Run 1, supply network:
Scale: 2 px per um. Pins as bars on the die edge.
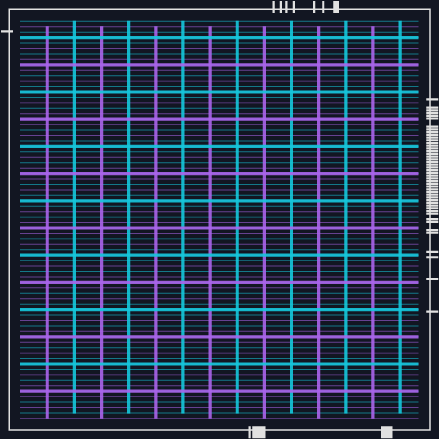
Run 1, signal wires by layer:
Scale: 2 px per um.
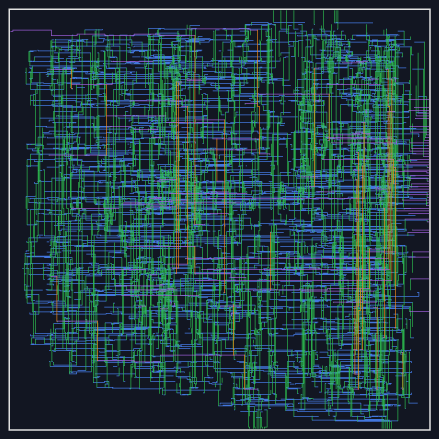
Run 1, the clock network:
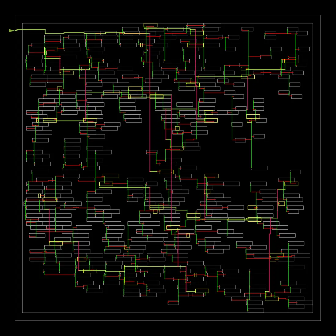
## config.mk

```make
export PLATFORM = sky130hd
export DESIGN_NAME = operand_bank
export DESIGN_NICKNAME = d
export VERILOG_FILES = /design/src/rtl/operand_bank_pkg.sv /design/src/rtl/operand_spram.sv /design/src/rtl/operand_bank.sv
export SDC_FILE = /design/constraint.sdc
export NUM_CORES = 1
export LEC_CHECK = 0
export CAP_MARGIN = 20
export CORE_MARGIN = 5
export CORE_UTILIZATION = 40
export CTS_CLUSTER_DIAMETER = 60
export CTS_CLUSTER_SIZE = 20
export DETAILED_ROUTE_END_ITERATION = 6
export PLACE_DENSITY_LB_ADDON = 0.05
export SYNTH_ARGS = -nofsm -noshare
export SYNTH_HDL_FRONTEND = slang
export SYNTH_SLANG_ARGS = --single-unit
```

## constraint.sdc

```tcl
create_clock -name clk -period 2.7 [get_ports clk]
set_input_delay 0.54 -clock clk [delete_from_list [all_inputs] [get_ports clk]]
set_output_delay 0.54 -clock clk [all_outputs]
set_load 0.02 [all_outputs]
```

## src/rtl/operand_bank_pkg.sv

```systemverilog
// Shared instruction-side types and widths used by proc and the operand bank.
package operand_bank_pkg;

  localparam int VALUE_WIDTH = 8;
  localparam int MEM_WIDTH   = 5;

  typedef enum logic [1:0] {
    CH_REG = 2'b00,
    CH_MEM = 2'b01,
    CH_IMM = 2'b10,
    CH_IO  = 2'b11
  } choice_t;

  typedef enum logic [2:0] {
    INIT,
    IDLE,
    RD1,
    RD2,
    RESP
  } state_t;

endpackage

```

## src/rtl/operand_spram.sv

```systemverilog
// Single-port data RAM: one write enable, registered (one-cycle) read.
module operand_spram #(
  parameter int VALUE_WIDTH = operand_bank_pkg::VALUE_WIDTH,
  parameter int MEM_WIDTH   = operand_bank_pkg::MEM_WIDTH
) (
  input  logic                   clk,
  input  logic                   we,
  input  logic [MEM_WIDTH-1:0]   addr,
  input  logic [VALUE_WIDTH-1:0] wdata,
  output logic [VALUE_WIDTH-1:0] rdata
);

  logic [VALUE_WIDTH-1:0] mem [2**MEM_WIDTH];

  always_ff @(posedge clk) begin
    if (we) mem[addr] <= wdata;
    rdata <= mem[addr];
  end

endmodule

```

## src/rtl/operand_bank.sv

```systemverilog
// Operand-side responder: serves two source-operand reads and one writeback
// from a register file, a data RAM, an immediate field or the IO port.
//
// state | meaning
// INIT  | sweep RAM to zero, readies low
// IDLE  | accept writeback (priority) or read request
// RD1   | capture first MEM operand from RAM
// RD2   | capture src2 MEM operand from RAM
// RESP  | hold rsp_valid and data until rsp_ready
module operand_bank #(
  parameter int VALUE_WIDTH = operand_bank_pkg::VALUE_WIDTH,
  parameter int MEM_WIDTH   = operand_bank_pkg::MEM_WIDTH,
  parameter int REG_COUNT   = 8
) (
  input  logic                   clk,
  input  logic                   rst,
  input  logic                   req_valid,
  output logic                   req_ready,
  input  logic [MEM_WIDTH-1:0]   src1_addr,
  input  logic [1:0]             src1_choice,
  input  logic [MEM_WIDTH-1:0]   src2_addr,
  input  logic [1:0]             src2_choice,
  output logic                   rsp_valid,
  input  logic                   rsp_ready,
  output logic [VALUE_WIDTH-1:0] src1_data,
  output logic [VALUE_WIDTH-1:0] src2_data,
  input  logic                   wb_valid,
  output logic                   wb_ready,
  input  logic [MEM_WIDTH-1:0]   wb_addr,
  input  logic [1:0]             wb_choice,
  input  logic [VALUE_WIDTH-1:0] wb_data,
  input  logic [VALUE_WIDTH-1:0] io_in,
  output logic [VALUE_WIDTH-1:0] io_out,
  output logic                   wb_err,
  output logic                   init_done
);
  import operand_bank_pkg::*;

  localparam int RIDX_W = (REG_COUNT > 1) ? $clog2(REG_COUNT) : 1;

  state_t                 state, state_nxt;
  logic [MEM_WIDTH-1:0]   cnt;
  logic [VALUE_WIDTH-1:0] rf [REG_COUNT];
  choice_t                c1_q, c2_q;
  logic [MEM_WIDTH-1:0]   a2_q;
  logic                   ram_we;
  logic [MEM_WIDTH-1:0]   ram_addr;
  logic [VALUE_WIDTH-1:0] ram_wdata, ram_rdata;
  logic                   in1_mem, in2_mem, wb_fire, req_fire;

  assign in1_mem  = (choice_t'(src1_choice) == CH_MEM);
  assign in2_mem  = (choice_t'(src2_choice) == CH_MEM);
  assign wb_fire  = wb_valid & wb_ready;
  assign req_fire = req_valid & req_ready;

  function automatic logic reg_hit(input logic [MEM_WIDTH-1:0] a);
    return int'(a) < REG_COUNT;
  endfunction

  function automatic logic [VALUE_WIDTH-1:0] resolve(input choice_t ch,
                                                     input logic [MEM_WIDTH-1:0] a);
    logic [VALUE_WIDTH-1:0] r;
    case (ch)
      CH_REG:  r = reg_hit(a) ? rf[a[RIDX_W-1:0]] : '0;
      CH_IMM:  r = VALUE_WIDTH'(a);
      CH_IO:   r = io_in;
      default: r = '0;
    endcase
    return r;
  endfunction

  operand_spram #(.VALUE_WIDTH(VALUE_WIDTH), .MEM_WIDTH(MEM_WIDTH)) u_spram (
    .clk   (clk),
    .we    (ram_we),
    .addr  (ram_addr),
    .wdata (ram_wdata),
    .rdata (ram_rdata)
  );

  always_ff @(posedge clk) begin
    if (rst) state <= INIT;
    else     state <= state_nxt;
  end

  // RAM reads are launched one state early so the registered read data is
  // ready to capture at the end of RD1/RD2.
  always_comb begin
    state_nxt = state;
    req_ready = 1'b0;
    wb_ready  = 1'b0;
    rsp_valid = 1'b0;
    ram_we    = 1'b0;
    ram_addr  = a2_q;
    ram_wdata = wb_data;
    case (state)
      INIT: begin
        ram_we    = 1'b1;
        ram_addr  = cnt;
        ram_wdata = '0;
        if (&cnt) state_nxt = IDLE;
      end
      IDLE: begin
        wb_ready  = 1'b1;
        req_ready = !wb_valid;
        if (wb_valid) begin
          ram_addr = wb_addr;
          ram_we   = (choice_t'(wb_choice) == CH_MEM);
        end else begin
          ram_addr = in1_mem ? src1_addr : src2_addr;
          if (req_valid) state_nxt = (in1_mem || in2_mem) ? RD1 : RESP;
        end
      end
      RD1: state_nxt = (c1_q == CH_MEM && c2_q == CH_MEM) ? RD2 : RESP;
      RD2: state_nxt = RESP;
      RESP: begin
        rsp_valid = 1'b1;
        if (rsp_ready) state_nxt = IDLE;
      end
      default: state_nxt = INIT;
    endcase
  end

  always_ff @(posedge clk) begin
    if (rst) begin
      cnt       <= '0;
      init_done <= 1'b0;
      io_out    <= '0;
      wb_err    <= 1'b0;
      src1_data <= '0;
      src2_data <= '0;
      c1_q      <= CH_REG;
      c2_q      <= CH_REG;
      a2_q      <= '0;
      for (int i = 0; i < REG_COUNT; i++) rf[i] <= '0;
    end else begin
      if (state == INIT) begin
        cnt <= cnt + 1'b1;
        if (&cnt) init_done <= 1'b1;
      end
      if (wb_fire) begin
        case (choice_t'(wb_choice))
          CH_REG: begin
            if (reg_hit(wb_addr)) rf[wb_addr[RIDX_W-1:0]] <= wb_data;
            else                  wb_err <= 1'b1;
          end
          CH_IO:   io_out <= wb_data;
          CH_IMM:  wb_err <= 1'b1;
          default: ;
        endcase
      end
      if (req_fire) begin
        c1_q <= choice_t'(src1_choice);
        c2_q <= choice_t'(src2_choice);
        a2_q <= src2_addr;
        if (!in1_mem) src1_data <= resolve(choice_t'(src1_choice), src1_addr);
        if (!in2_mem) src2_data <= resolve(choice_t'(src2_choice), src2_addr);
      end
      if (state == RD1) begin
        if (c1_q == CH_MEM) src1_data <= ram_rdata;
        else                src2_data <= ram_rdata;
      end
      if (state == RD2) src2_data <= ram_rdata;
    end
  end

endmodule

```

==> flow_metrics.py, run 1 <==
# Generated from Yosys and OpenROAD reports
metrics = {
    "synthesis": {
        "fp_nets": 1150,
        "ys_sh_mux_pct": 14.32,
        "ys_chip_area_um2": 15940,
        "postSynthSeqShare_pct": 66.68,
        "most_common_cell": "edfxtp_1",
        "common_cells": "edfxtp_1, mux2i_1, nor2_1, and2_1, o22ai_1",
        "synthArstFlopShare_pct": 0,
        "top_cells_by_area": "edfxtp_1, mux2i_1, dfxtp_1, mux4_2, and2_1",
        "synth.top_cell.area_share_pct": 60.28,
        "yosys_cells": 1106,
    },
    "status": {
        "outcome": "complete, but fails checks",
        "failed_checks": "setup timing",
    },
    "clock_tree": {
        "cts_setup_buffers": 2,
        "clkTransAtPathRegs_ns": 0.07,
        "hold_buffers": 0,
        "clockRootBuffer": "clkbuf_16",
        "cts-resized-gates": 26,
        "cts_tree": "done",
        "cts-htree-levels": 1,
    },
    "route": {
        "ant_nets": 0,
        "wl_met3_um": 2118,
        "vias_per_cell": 5.341,
        "top_layer": "met4",
        "wl_met1_um": 20230,
    },
    "finish": {
        "fin_nets": 1407,
        "num-multi-input-gates": 670,
        "regMostFlops": "u_spram.mem",
        "design.seq.count": 371,
        "comb_area_share_pct": 26.77,
        "area_dominant_class": "sequential cells",
        "sh_seq_area_pct": 51.80,
        "clk_share_pct": 4.980,
        "bufAreaShareNonClock_pct": 13.05,
        "most-common-layout-cells": "edfxtp_1, buf_4, mux2i_1",
        "n_all_buffers": 279,
        "num-fill-cells": 3423,
    },
    "critical_path": {
        "path_depth": 13,
        "rr_startpoint": "state[2]",
        "cpMaxStageDelayCell": "or3b_4",
        "path_class": "register to register",
        "cp_data_required_time_ns": 3.16,
        "crit_chain": "or3b_4 > clkinv_2 > buf_6 > o21ai_2 > o21a_4 > buf_12 > buf_12 > buf_12 > buf_8 > mux2i_2 > o22ai_2 > nor4_4 > nand2_1",
        "r2r-end": "u_spram.rdata[1]",
        "slowest_delay_ns": 0.45,
        "start_kind": "register",
        "crit_start": "state[2]",
        "path_max_fanout": 7,
    },
    "power_and_ir_drop": {
        "pg_seq_mw": 6.35,
        "internal-power_mw": 9.183,
        "power.group.top": "sequential cells",
        "power_frac_seq_pct": 52.8,
        "netSwitchingFraction_pct": 23.67,
        "p_switching_mw": 2.847,
    },
    "sta": {
        "rsz0062_at_grt": "true",
        "layout_setup_ws_ns": -0.03004,
        "setup_viol": 3,
        "holdWs_ns": 0.4627,
        "maxSlewHeadroom_pct": 51.32,
        "slew_violations": 0,
    },
    "job": {
        "drv_cap": 0,
    },
    "placed_design": {
        "dp_cells": 1832,
        "port_buffers": 70,
        "pre_cts_ws_ns": -1.100,
    },
    "min_path": {
        "hp-start": "c1_q[1]",
        "hp-class": "register to register",
    },
    "die": {
        "nWellTaps": 525,
        "die-width_um": 209.6,
        "pin_count": 71,
    },
    "global_route": {
        "grt_start_max_net_pins": 52,
        "overflow": 0,
        "grt.met2_usage_pct": 33.37,
        "grt_pass1_vias": 10240,
    },
}
-- 'supply network' (at the start) --
| colour | net |
|---|---|
| cyan | VDD |
| purple | VSS |
met4 straps: 14
signal pins: 71
rows: 73
met1 rails: 74
Max IR drop VDD: 0.4446 mV
Die H: 209.6 um

-- 'signal wires by layer' (at the start) --
| colour | layer | wire length |
|---|---|---|
| orange | M4 | 1,670 um |
| blue | M1 | 20.2 mm |
| purple | M3 | 2,120 um |
| green | M2 | 21.8 mm |

-- 'the clock network' (at the start) --
Worst-Skew Late Latency: 0.58 ns
Clock Power: 4.58 mW
clock sink count: 371
CLK BUF: 34
Worst Clk Skew: 0.02256 ns

Run 1, clock network drawn from the DEF:
Scale: 1.5 px per um.
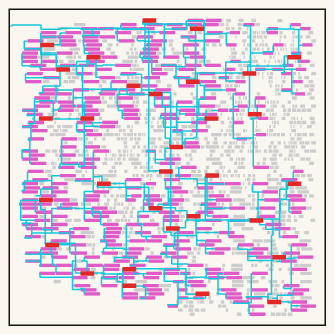

--- run 2 (diff from run 1) ---
Settings changed: CELL_PAD_IN_SITES_DETAIL_PLACEMENT from default to 1, CELL_PAD_IN_SITES_GLOBAL_PLACEMENT from default to 1, CORE_UTILIZATION 40 to 46, TNS_END_PERCENT from default to 100.
Run 2, clock network drawn from the DEF:
Scale: 1.5 px per um.
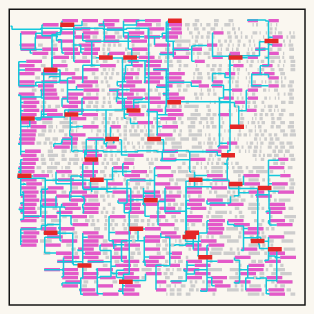
[red] clock-net drivers | count: 31
[cyan] clock wires | length: 4,140 um
[magenta] flip-flops | count: 371
flops lie: widely spread

==> flow_metrics.py, run 2 <==
# Generated from Yosys and OpenROAD reports
metrics = {
    "status": {
        "outcome": "complete, no violations",
    },
    "synthesis": {
        "most_common_cell": "edfxtp_1",
        "synthArstFlopShare_pct": 0,
        "fp_nets": 1150,
        "ys_sh_mux_pct": 14.32,
        "compound_area_share_pct": 6.656,
        "common_cells": "edfxtp_1, mux2i_1, nor2_1, and2_1, o22ai_1",
        "yosys_cells": 1106,
        "postSynthSeqShare_pct": 66.68,
        "ys_chip_area_um2": 15940,
        "top_cells_by_area": "edfxtp_1, mux2i_1, dfxtp_1, mux4_2, and2_1",
    },
    "critical_path": {
        "start_kind": "primary input",
        "cpMaxStageDelayCell": "clkdlybuf4s50_1",
        "slowest_delay_ns": 0.42,
        "r2r-end": "u_spram.rdata[2]",
        "crit_chain": "clkdlybuf4s50_1 > and3b_1 > a211oi_2 > buf_4 > o21a_4 > buf_12 > buf_4 > mux2i_2 > o22ai_2 > nor4_4 > nand2_1",
        "cp_data_required_time_ns": 3.17,
        "rr_startpoint": "state[2]",
        "path_depth": 11,
        "crit_start": "src1_addr[0]",
        "path_max_fanout": 16,
        "path_class": "primary input to register",
    },
    "sta": {
        "maxSlewHeadroom_pct": 56.09,
        "holdWs_ns": 0.4598,
        "setup_viol": 0,
        "layout_setup_ws_ns": 0.06658,
        "clock_skew_ns": 0.03540,
        "slew_violations": 0,
        "hold_violations": 0,
        "rsz0062_at_grt": "false",
    },
    "clock_tree": {
        "cts_tree": "done",
        "cts-htree-levels": 1,
        "hold_buffers": 0,
        "clockRootBuffer": "clkbuf_16",
        "cts_setup_buffers": 0,
        "clkTransAtPathRegs_ns": 0.08,
        "clk_latency_ns": 0.60,
    },
    "finish": {
        "regMostFlops": "u_spram.mem",
        "sh_seq_area_pct": 52.51,
        "design.seq.count": 371,
        "n_all_buffers": 277,
        "area_dominant_class": "sequential cells",
        "most-common-layout-cells": "edfxtp_1, buf_4, mux2i_1",
        "comb_area_share_pct": 26.05,
        "num-fill-cells": 3292,
        "mostFrequentLayoutCell": "edfxtp_1",
        "largest_reg_flops": 256,
        "bufAreaShareNonClock_pct": 13.19,
        "num-multi-input-gates": 670,
        "clk_share_pct": 5.253,
        "fin_nets": 1405,
        "n_clock_buffer": 39,
    },
    "route": {
        "ant_nets": 0,
        "vias_per_cell": 5.650,
        "wl_met1_um": 19550,
        "wl_met3_um": 2000,
        "dr_wl_met2_um": 22590,
        "top_layer": "met4",
    },
    "min_path": {
        "holdPathStages": 2,
        "hp-class": "register to register",
        "hp-start": "c2_q[1]",
    },
    "power_and_ir_drop": {
        "powerComb_mw": 1.05,
        "p_switching_mw": 2.792,
        "internal-power_mw": 9.290,
        "power_frac_seq_pct": 52.5,
        "ir_drop_mv": 0.6630,
        "pg_seq_mw": 6.34,
        "p_clk_mw": 4.69,
        "total_power_mw": 12.08,
        "power.group.top": "sequential cells",
        "clkPwrFrac_pct": 38.8,
    },
    "die": {
        "nWellTaps": 455,
        "die-width_um": 196.2,
        "die_h_um": 196.2,
        "pin_count": 71,
    },
    "job": {
        "drv_cap": 0,
    },
    "placed_design": {
        "gp_congestion": 0.8743,
        "pre_cts_ws_ns": -1.124,
        "port_buffers": 70,
        "dp_cells": 1781,
    },
    "global_route": {
        "grt_pass1_vias": 11170,
        "overflow": 0,
        "grt.met2_usage_pct": 40.46,
        "grt_start_max_net_pins": 52,
    },
}
Power is estimated from default activity; no workload was simulated.
